==> config.mk <==
export PLATFORM = sky130hd
export DESIGN_NAME = cv32e40p_3voter_fault_mgr_flat
export DESIGN_NICKNAME = d
export VERILOG_FILES = /design/src/rtl/cv32e40p_3voter_fault_mgr_pkg.sv /design/src/rtl/cv32e40p_3voter_fault_mgr_if.sv /design/src/rtl/cv32e40p_3voter_fault_mgr_leaky_cnt.sv /design/src/rtl/cv32e40p_3voter_fault_mgr.sv /design/src/flat_wrapper.sv
export SDC_FILE = /design/constraint.sdc
export NUM_CORES = 1
export LEC_CHECK = 0
export CAP_MARGIN = 25
export CORE_MARGIN = 1.5
export CORE_UTILIZATION = 55
export CTS_CLUSTER_DIAMETER = 30
export DETAILED_ROUTE_END_ITERATION = 8
export PLACE_DENSITY = 0.83
export SYNTH_ARGS = -nofsm -noshare
export SYNTH_HDL_FRONTEND = slang
export SYNTH_HIERARCHICAL = 1
export SYNTH_SLANG_ARGS = --single-unit
==> constraint.sdc <==
create_clock -name clk_i -period 7.3 [get_ports clk_i]
set_clock_uncertainty 0.05 [all_clocks]
set_input_delay 1.095 -clock clk_i [delete_from_list [all_inputs] [get_ports clk_i]]
set_output_delay 1.095 -clock clk_i [all_outputs]
set_load 0.005 [all_outputs]
==> src/rtl/cv32e40p_3voter_fault_mgr_pkg.sv <==
// Shared types and helpers for the triple-voter fault manager.
package cv32e40p_ft_pkg;

  typedef enum logic [1:0] {
    FM_NORMAL   = 2'b00,
    FM_DEGRADED = 2'b01,
    FM_FAILED   = 2'b10
  } fm_state_e;

  localparam logic [1:0] REPL_1 = 2'd1;
  localparam logic [1:0] REPL_2 = 2'd2;
  localparam logic [1:0] REPL_3 = 2'd3;

  // Number of set bits in a 3-bit replica vector.
  function automatic logic [1:0] popcnt3(input logic [2:0] v);
    return {1'b0, v[0]} + {1'b0, v[1]} + {1'b0, v[2]};
  endfunction

  // Replica index of a one-hot replica vector; 0 when no bit is set.
  function automatic logic [1:0] onehot_to_id(input logic [2:0] v);
    logic [1:0] id;
    id = 2'd0;
    if (v[0]) id = REPL_1;
    if (v[1]) id = REPL_2;
    if (v[2]) id = REPL_3;
    return id;
  endfunction

endpackage

==> src/rtl/cv32e40p_3voter_fault_mgr_if.sv <==
// Voter-side signal bundle of the fault manager.
interface cv32e40p_3voter_fault_mgr_if #(
  parameter int unsigned THRESH = 8
);
  localparam int unsigned CW = $clog2(THRESH + 1);

  logic            valid_i;
  logic            err_detected_1_i;
  logic            err_detected_2_i;
  logic            err_detected_3_i;
  logic            err_corrected_i;
  logic            clear_i;
  logic            resync_ack_i;
  logic [2:0]      broken_block_o;
  logic [1:0]      state_o;
  logic            degraded_o;
  logic            fatal_o;
  logic            resync_req_o;
  logic [1:0]      resync_id_o;
  logic [3*CW-1:0] err_cnt_o;

  modport master (
    output valid_i, err_detected_1_i, err_detected_2_i, err_detected_3_i,
           err_corrected_i, clear_i, resync_ack_i,
    input  broken_block_o, state_o, degraded_o, fatal_o,
           resync_req_o, resync_id_o, err_cnt_o
  );

  modport slave (
    input  valid_i, err_detected_1_i, err_detected_2_i, err_detected_3_i,
           err_corrected_i, clear_i, resync_ack_i,
    output broken_block_o, state_o, degraded_o, fatal_o,
           resync_req_o, resync_id_o, err_cnt_o
  );
endinterface

==> src/rtl/cv32e40p_3voter_fault_mgr_leaky_cnt.sv <==
// Saturating per-replica error counter with leak, freeze and clear.
module cv32e40p_leaky_cnt #(
  parameter  int unsigned THRESH = 8,
  localparam int unsigned CW     = $clog2(THRESH + 1)
) (
  input  logic          clk_i,
  input  logic          rst_i,
  input  logic          inc_i,
  input  logic          dec_i,
  input  logic          freeze_i,
  input  logic          clear_i,
  output logic [CW-1:0] cnt_o,
  output logic [CW-1:0] cnt_next_o
);
  logic [CW-1:0] cnt_q, cnt_d;

  // Next count: clear wins, freeze holds, inc and dec together cancel.
  always_comb begin
    cnt_d = cnt_q;
    if (clear_i) begin
      cnt_d = '0;
    end else if (!freeze_i) begin
      if (inc_i && !dec_i && cnt_q != CW'(THRESH)) cnt_d = cnt_q + CW'(1);
      else if (dec_i && !inc_i && cnt_q != '0)     cnt_d = cnt_q - CW'(1);
    end
  end

  // Count register.
  always_ff @(posedge clk_i or posedge rst_i) begin
    if (rst_i) cnt_q <= '0;
    else       cnt_q <= cnt_d;
  end

  assign cnt_o      = cnt_q;
  assign cnt_next_o = cnt_d;
endmodule

==> src/rtl/cv32e40p_3voter_fault_mgr.sv <==
// Fault manager for the triple-redundant voter: error counting with leak,
// broken-replica selection, resync requests and fatal detection.
module cv32e40p_3voter_fault_mgr
  import cv32e40p_ft_pkg::*;
#(
  parameter int unsigned THRESH = 8,
  parameter int unsigned WINDOW = 1024
) (
  input  logic                        clk_i,
  input  logic                        rst_i,
  cv32e40p_3voter_fault_mgr_if.slave  bus
);
  localparam int unsigned CW = $clog2(THRESH + 1);
  localparam int unsigned WW = $clog2(WINDOW);

  fm_state_e     state_q, state_d;
  logic [2:0]    broken_q, broken_d;
  logic          req_q, req_d;
  logic [1:0]    id_q, id_d;
  logic [WW-1:0] wcnt_q, wcnt_d;

  logic [CW-1:0] cnt_q  [3];
  logic [CW-1:0] cnt_nx [3];
  logic [2:0]    err_v, reach;
  logic          in_normal, leak, issue;

  assign err_v     = {bus.err_detected_3_i, bus.err_detected_2_i, bus.err_detected_1_i}
                     & {3{bus.valid_i}};
  assign in_normal = (state_q == FM_NORMAL);
  assign leak      = (wcnt_q == WW'(WINDOW - 1));

  for (genvar k = 0; k < 3; k++) begin : g_cnt
    cv32e40p_leaky_cnt #(.THRESH(THRESH)) u_cnt (
      .clk_i      (clk_i),
      .rst_i      (rst_i),
      .inc_i      (err_v[k] & in_normal),
      .dec_i      (leak),
      .freeze_i   (!in_normal),
      .clear_i    (bus.clear_i),
      .cnt_o      (cnt_q[k]),
      .cnt_next_o (cnt_nx[k])
    );
    assign reach[k] = in_normal && (cnt_nx[k] == CW'(THRESH));
  end

  // Resync fires only for a lone corrected error on a replica still below threshold.
  assign issue = in_normal && bus.valid_i && bus.err_corrected_i &&
                 (popcnt3(err_v) == 2'd1) && !(|(reach & err_v)) && !req_q;

  // Next-state logic for the FSM, window counter and resync handshake.
  always_comb begin
    state_d  = state_q;
    broken_d = broken_q;
    req_d    = req_q;
    id_d     = id_q;
    wcnt_d   = leak ? '0 : wcnt_q + WW'(1);

    if (req_q && bus.resync_ack_i) req_d = 1'b0;
    else if (issue) begin
      req_d = 1'b1;
      id_d  = onehot_to_id(err_v);
    end

    unique case (state_q)
      FM_NORMAL: begin
        if (err_v == 3'b111) state_d = FM_FAILED;
        else if (popcnt3(reach) == 2'd1) begin
          state_d  = FM_DEGRADED;
          broken_d = reach;
        end else if (popcnt3(reach) >= 2'd2) state_d = FM_FAILED;
      end
      FM_DEGRADED: if (|(err_v & ~broken_q)) state_d = FM_FAILED;
      FM_FAILED:   state_d = FM_FAILED;
      default:     state_d = FM_FAILED;
    endcase

    if (bus.clear_i) begin
      state_d  = FM_NORMAL;
      broken_d = '0;
      req_d    = 1'b0;
      id_d     = '0;
      wcnt_d   = '0;
    end
  end

  // State and output registers.
  always_ff @(posedge clk_i or posedge rst_i) begin
    if (rst_i) begin
      state_q  <= FM_NORMAL;
      broken_q <= '0;
      req_q    <= 1'b0;
      id_q     <= '0;
      wcnt_q   <= '0;
    end else begin
      state_q  <= state_d;
      broken_q <= broken_d;
      req_q    <= req_d;
      id_q     <= id_d;
      wcnt_q   <= wcnt_d;
    end
  end

  assign bus.broken_block_o = broken_q;
  assign bus.state_o        = state_q;
  assign bus.degraded_o     = (state_q == FM_DEGRADED);
  assign bus.fatal_o        = (state_q == FM_FAILED);
  assign bus.resync_req_o   = req_q;
  assign bus.resync_id_o    = id_q;
  assign bus.err_cnt_o      = {cnt_q[2], cnt_q[1], cnt_q[0]};
endmodule
==> src/flat_wrapper.sv <==
// flat-port wrapper written by rule: the top's interface ports become plain ports
module cv32e40p_3voter_fault_mgr_flat import cv32e40p_ft_pkg::*;
#(
  parameter int unsigned THRESH = 8,
  parameter int unsigned WINDOW = 1024
)
  (clk_i, rst_i, bus_valid_i, bus_err_detected_1_i, bus_err_detected_2_i, bus_err_detected_3_i, bus_err_corrected_i, bus_clear_i, bus_resync_ack_i, bus_broken_block_o, bus_state_o, bus_degraded_o, bus_fatal_o, bus_resync_req_o, bus_resync_id_o, bus_err_cnt_o);
  cv32e40p_3voter_fault_mgr_if #(.THRESH(THRESH)) bus_i ();
  input  logic clk_i;
  input  logic rst_i;
  input wire logic [$bits(bus_i.valid_i)-1:0] bus_valid_i;
  input wire logic [$bits(bus_i.err_detected_1_i)-1:0] bus_err_detected_1_i;
  input wire logic [$bits(bus_i.err_detected_2_i)-1:0] bus_err_detected_2_i;
  input wire logic [$bits(bus_i.err_detected_3_i)-1:0] bus_err_detected_3_i;
  input wire logic [$bits(bus_i.err_corrected_i)-1:0] bus_err_corrected_i;
  input wire logic [$bits(bus_i.clear_i)-1:0] bus_clear_i;
  input wire logic [$bits(bus_i.resync_ack_i)-1:0] bus_resync_ack_i;
  output wire logic [$bits(bus_i.broken_block_o)-1:0] bus_broken_block_o;
  output wire logic [$bits(bus_i.state_o)-1:0] bus_state_o;
  output wire logic [$bits(bus_i.degraded_o)-1:0] bus_degraded_o;
  output wire logic [$bits(bus_i.fatal_o)-1:0] bus_fatal_o;
  output wire logic [$bits(bus_i.resync_req_o)-1:0] bus_resync_req_o;
  output wire logic [$bits(bus_i.resync_id_o)-1:0] bus_resync_id_o;
  output wire logic [$bits(bus_i.err_cnt_o)-1:0] bus_err_cnt_o;
  assign bus_i.valid_i = bus_valid_i;
  assign bus_i.err_detected_1_i = bus_err_detected_1_i;
  assign bus_i.err_detected_2_i = bus_err_detected_2_i;
  assign bus_i.err_detected_3_i = bus_err_detected_3_i;
  assign bus_i.err_corrected_i = bus_err_corrected_i;
  assign bus_i.clear_i = bus_clear_i;
  assign bus_i.resync_ack_i = bus_resync_ack_i;
  assign bus_broken_block_o = bus_i.broken_block_o;
  assign bus_state_o = bus_i.state_o;
  assign bus_degraded_o = bus_i.degraded_o;
  assign bus_fatal_o = bus_i.fatal_o;
  assign bus_resync_req_o = bus_i.resync_req_o;
  assign bus_resync_id_o = bus_i.resync_id_o;
  assign bus_err_cnt_o = bus_i.err_cnt_o;
  cv32e40p_3voter_fault_mgr #(.THRESH(THRESH), .WINDOW(WINDOW)) u_core (.clk_i(clk_i), .rst_i(rst_i), .bus(bus_i));
endmodule
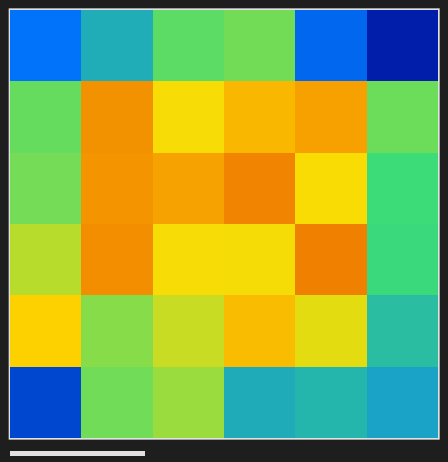
(run_1/density.png)
Bar = 20 um. The die is cut into 6 by 6 equal tiles; dark blue is low, red is high, 0 to 100% covered.
mean over tiles: 59%
emptiest ninth of the die: north-east
tiles over 75% full: 28%
densest ninth of the die: centre
fullest tile: 85%

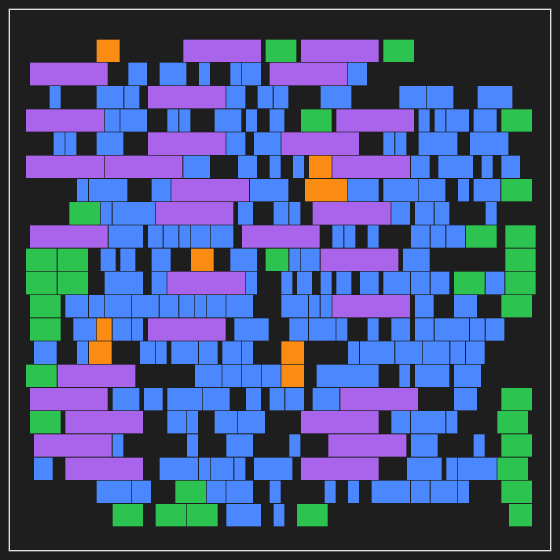
(run_1/cell_classes.png)
[green] other buffers and delay cells | cells: 32 | share of their area: 13%
[orange] clock drivers and dummy loads | cells: 8 | share of their area: 2.7%
[purple] flip-flops | cells: 30 | share of their area: 32%
[blue] all other logic | cells: 186 | share of their area: 52%

==> commit_impl_results.txt, run 1 <==
Update PnR metrics after Yosys + OpenROAD run

* Largest area class, layout: multi-input combinational cells
- Total via count after detailed routing: 1727
- Number of hold buffers added after cts: 0
- According to the cell report, the number of logic gates is between 150 and 200.
* Pin count of the biggest net entering global routing: 35
- Mean cell area of the mapped netlist: 9.16 um2
* Critical path startpoint: u_core/wcnt_q[0]
* Setup Buffers After CTS: 0
- Final cell utilization of the core: 71.2%
- EDFF count, synth: 0
* Hold path start: u_core/wcnt_q[0]
* Slack of the worst reg-to-reg path: around 2.2 ns
- The final power report lists total power as 0.682 mW.
- Placed wire-length estimate after detailed placement: 3320 um
- The capture point of the critical path was reported as u_core/bus.broken_block_o[2].
* Post-synth net total: 236
- Placeable core area: 0.00342 mm2
* Start-to-end type of the worst setup path: reg -> reg
- Uppermost routed layer: met4
* Final-report max-slew violation count: 0
* Internal Pwr Total: 0.415 mW
* Antenna violations before repair: 0
- Prior to clock tree synthesis, the placed netlist has a worst setup slack of 1.99 ns.
- Number of warnings in the stage logs: 29
- The layout report gives the multi-input gate share of total cell area as 48.5%.
- The clock buffers instantiated in the layout total 6.
- Setup TNS Final: 0 ns
* Number of hold violations in the final report: 0
- In this run, flip-flops and latches consume 35.7% of the power.
* Number of placement rows: 21
- Combinational cells account for 49.2% of the total power.
- Most repeated cell in the gate-level netlist after synthesis: sky130_fd_sc_hd__dfrtp_1
* Chip area estimate from yosys synthesis: 0.00200 mm2
- Outcome: finished clean
- Routed length on met3: about 280 um
- Post-route cell area: around 0.0024 mm2
- The endpoint of the worst hold path is reported as u_core/wcnt_q[0].
- Per the final layout report, the fraction of cells sized above drive strength 1 comes to slightly above 10%.
- Area of combinational cells with multiple inputs: 0.00118 mm2
* Hold-critical path depth: 1
- Hold is met by 0.449 ns.
* Root cell of the clock tree: sky130_fd_sc_hd__clkbuf_4
- Logic power comb: 0.336 mW
* Logic inverters: 17
- TritonCTS built the clock tree.
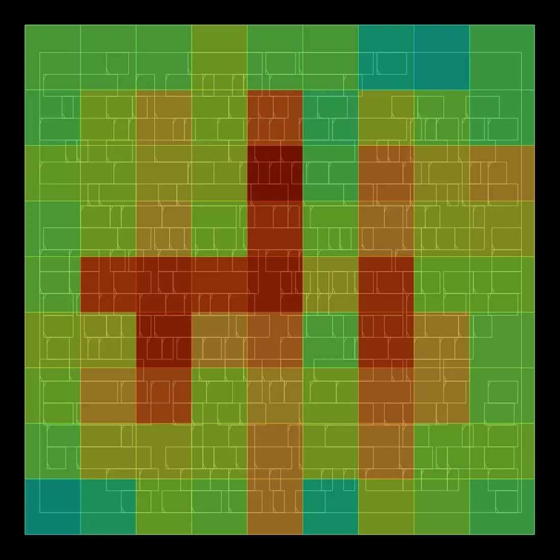
(run_1/final_congestion.png)
routed length per instance: 14.8 um
global routing met3 resource utilization: 6.25%
All-Layer GR Usage: 25.2%

==> run 1: cell usage in the layout (no fill, tap or decap), drive strengths merged, types with 2 or more instances in the layout <==
master,instances
nand3b,3
a21oi,15
nand4,4
buf,2
nand2,16
xnor2,6
xor2,11
a221o,3
nor2b,20
clkbuf,6
ha,8
o21ai,8
nor4,2
mux2,6
dfrtp,30
nor4b,3
and4,2
inv,17
nor2,22
nand3,5
a2111o,3
clkdlybuf4s50,30
or3,3
o31ai,4
and2,2
or4b,2
nand2b,9
==> run 1: logic make-up after synthesis <==
logic type                 after synthesis  share of synthesized area [%]
muxes                                    7                           3.88
and+or+nand+nor                         98                           27.5
adders and majority gates                9                           6.02
buffers and inverters                   19                           3.70
AOI/OAI and AO/OA                       38                           13.8
DFF                                     30                           37.6
xor gates and xnor gates                17                           7.46
==> run_1/wire_density.png <==
Bar = 20 um. The die is cut into 13 by 13 equal tiles; dark blue is low, red is high, scaled to the fullest tile. Values are wire area over tile area, all layers added.
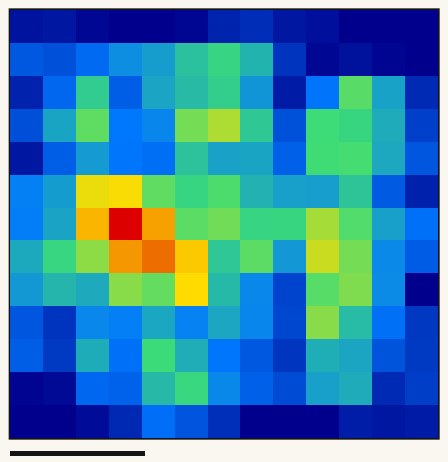

==> run 2, diff against run 1 <==
--- a/config.mk
+++ b/config.mk
@@ -7,10 +7,10 @@
 export LEC_CHECK = 0
 export CAP_MARGIN = 25
 export CORE_MARGIN = 1.5
-export CORE_UTILIZATION = 55
+export CORE_UTILIZATION = 49
 export CTS_CLUSTER_DIAMETER = 30
 export DETAILED_ROUTE_END_ITERATION = 8
-export PLACE_DENSITY = 0.83
+export PLACE_DENSITY = 0.79
 export SYNTH_ARGS = -nofsm -noshare
 export SYNTH_HDL_FRONTEND = slang
 export SYNTH_HIERARCHICAL = 1
==> constraint.sdc (replaced) <==
create_clock -name clk_i -period 4.5 [get_ports clk_i]
set_clock_uncertainty 0.05 [all_clocks]
set_input_delay 0.675 -clock clk_i [delete_from_list [all_inputs] [get_ports clk_i]]
set_output_delay 0.675 -clock clk_i [all_outputs]
set_load 0.005 [all_outputs]
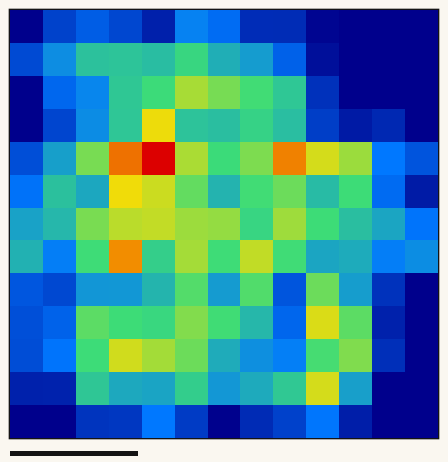
(run_2/wire_density.png)
Bar = 20 um. The die is cut into 13 by 13 equal tiles; dark blue is low, red is high, scaled to the fullest tile. Values are wire area over tile area, all layers added.
nearly empty tiles: 14%
emptiest ninth of the die: north-east
tiles over half the peak: 28%

==> run 2 against run 1 <==
  * Power grew 78%
  * Sequential cell count is the same
  * Clock power grew 120%
  * Combinational power grew 77%
  * Sequential power grew 61%
  * Via count grew 2.1%
  * Die size grew 12%
  * Worst hold slack lost 0.012 ns
  * Global-route usage shrank 1.6 points
  * Largest power group unchanged
  * Wire length grew 2.9%
==> commit_impl_results.txt, run 2 <==
Update PnR metrics after Yosys + OpenROAD run

- Global routing used about 3% of the available met3 tracks.
* Hold path start: u_core/wcnt_q[0]
- Root cell of the clock tree: sky130_fd_sc_hd__clkbuf_8
- With fillers left out, the area of the finished cells amounts to 0.00263 mm2.
- Mean cell area of the mapped netlist: 9.16 um2
- Placeable core area: 0.00397 mm2
- Overall power after layout: 1.21 mW
- Share of layout cells above drive strength 1: between 10% and 20%
* Clock buffer count in the final layout: 6
- Number of placement rows: 23
- IR drop worst, VDD: 290 uV
* Routed length per instance: 14.3 um
* Internal Pwr Total: 0.756 mW
* FFs w/ async S/R, synth: 100%
- Setup Buffers After CTS: 0
- Outcome: finished clean
- The biggest slice of the area belongs to multi-input combinational cells.
- Setup TNS Final: 0 ns
- The setup path with the least slack is of type in -> reg.
- Before CTS, the worst setup slack after placement is -0.198 ns.
* Logic inverters: 17
* Chip area estimate from yosys synthesis: 0.00200 mm2
* Hold worst-path end: u_core/wcnt_q[0]
- EDFF count, synth: 0
* Final cell utilization of the core: about two thirds
* Comb power frac: just under 50%
* Antenna violations before repair: 0
- The detailed router reports a met3 wire length of ~150 um.
- After legalization and detailed placement, the total HPWL measured 3550 um.
* Mi-comb count: approximately 170
- Along the worst hold path, the cell count comes to 1.
* All-Layer GR Usage: between 20% and 30%
- Uppermost routed layer: met4
- The most frequently used library cell after synthesis is sky130_fd_sc_hd__dfrtp_1.
* Termination of the worst setup path: u_core/bus.broken_block_o[2]
- Area of combinational cells with multiple inputs: 0.00121 mm2
* Share of the final layout cell area in multi-input gates: 46.0%
* Number of warnings in the stage logs: 29
- The worst-case reg-to-reg setup slack stands at between 0.2 and 0.3 ns.
* Final-report max-slew violation count: 0
* Number of hold violations in the final report: 0
- Top Layout Cells: 30 x sky130_fd_sc_hd__clkdlybuf4s50_1, 30 x sky130_fd_sc_hd__dfrtp_1, 20 x sky130_fd_sc_hd__nor2_1, 20 x sky130_fd_sc_hd__nor2b_1, 19 x sky130_fd_sc_hd__buf_4
- The share of total power dissipated in sequential elements is 32.3%.
[run 2: power by group through the flow]
stage / Combinational (mW) / Clock [mW] / Sequential, mW
2_1_floorplan: 0.349 / 0 / 0.386
3_3_place_gp: 0.566 / 0 / 0.395
3_5_place_dp: 0.583 / 0 / 0.396
4_1_cts: 0.586 / 0.229 / 0.392
5_1_grt: 0.657 / 0.242 / 0.404
6_report: 0.594 / 0.226 / 0.392
[run 2: kinds of logic after synthesis]
family | Yosys count | synth area share (%)
AOI/OAI and AO/OA | 38 | 13.8
xor gates and xnor gates | 17 | 7.46
adders and majority gates | 9 | 6.02
buffers and inverters | 19 | 3.70
DFF | 30 | 37.6
muxes | 7 | 3.88
and+or+nand+nor | 98 | 27.5
Power is estimated from default activity; no workload was simulated.
